Fig. 1: clock nets
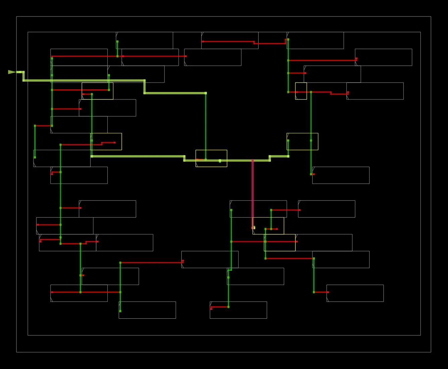
Fig. 2: nets reached from selected ports
Scale: 8 px per um.
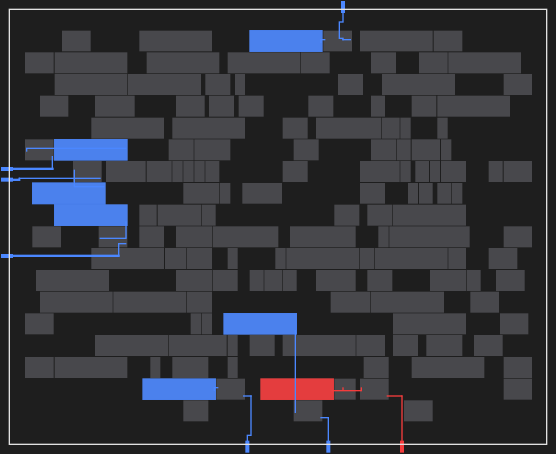
Design async_fifo_wr_ctrl, sky130hd; sources not shown.
==> reports/metrics.cfg <==
[yosys]
aoi_share_pct = 4.35
adder_share_pct = 7.64

[timing]
finalHoldViolCount = 0
finalClockPeriodUsage_pct = 68.0
relSlewSlack_pct = 50.6
tns_ns = 0
hold_slack_ns = 0.351

[worst_setup_path]
cp.arrival_ns = 3.26
cp_cell_sequence = clkdlybuf4s50_1 -> buf_16 -> and3b_1 -> clkdlybuf4s50_1
critical_path.max_stage_delay_ns = 0.95

[pwr]
power.total_uw = 829
seq-power_uw = 270

[final_layout]
area_growth_pct = 31.6
layout_top_cell = dfrtp_1
drive_above_1_share_pct = 8.97
n_all_buffers = 32
final_nets = 162

[drt]
drt-met1-wl_um = 1120

[outcome]
status = completed

[floorplan]
chipArea_um2 = 3630

[cts]
post-cts-setup-buffer-count = 0
clk_pin_slew_ns = 0.06
hold_buffers = 0

Notes on Fig. 1 above:
CTS Buf Count: 5
flop count: 31

Notes on Fig. 2 above:
port	colour	direction	end cells	buffers	wire
`wr_level`	blue	output	6	6	84.5 um
`overflow`	red	output	1	1	11.8 um
Ports: 29
PortBufs: 28

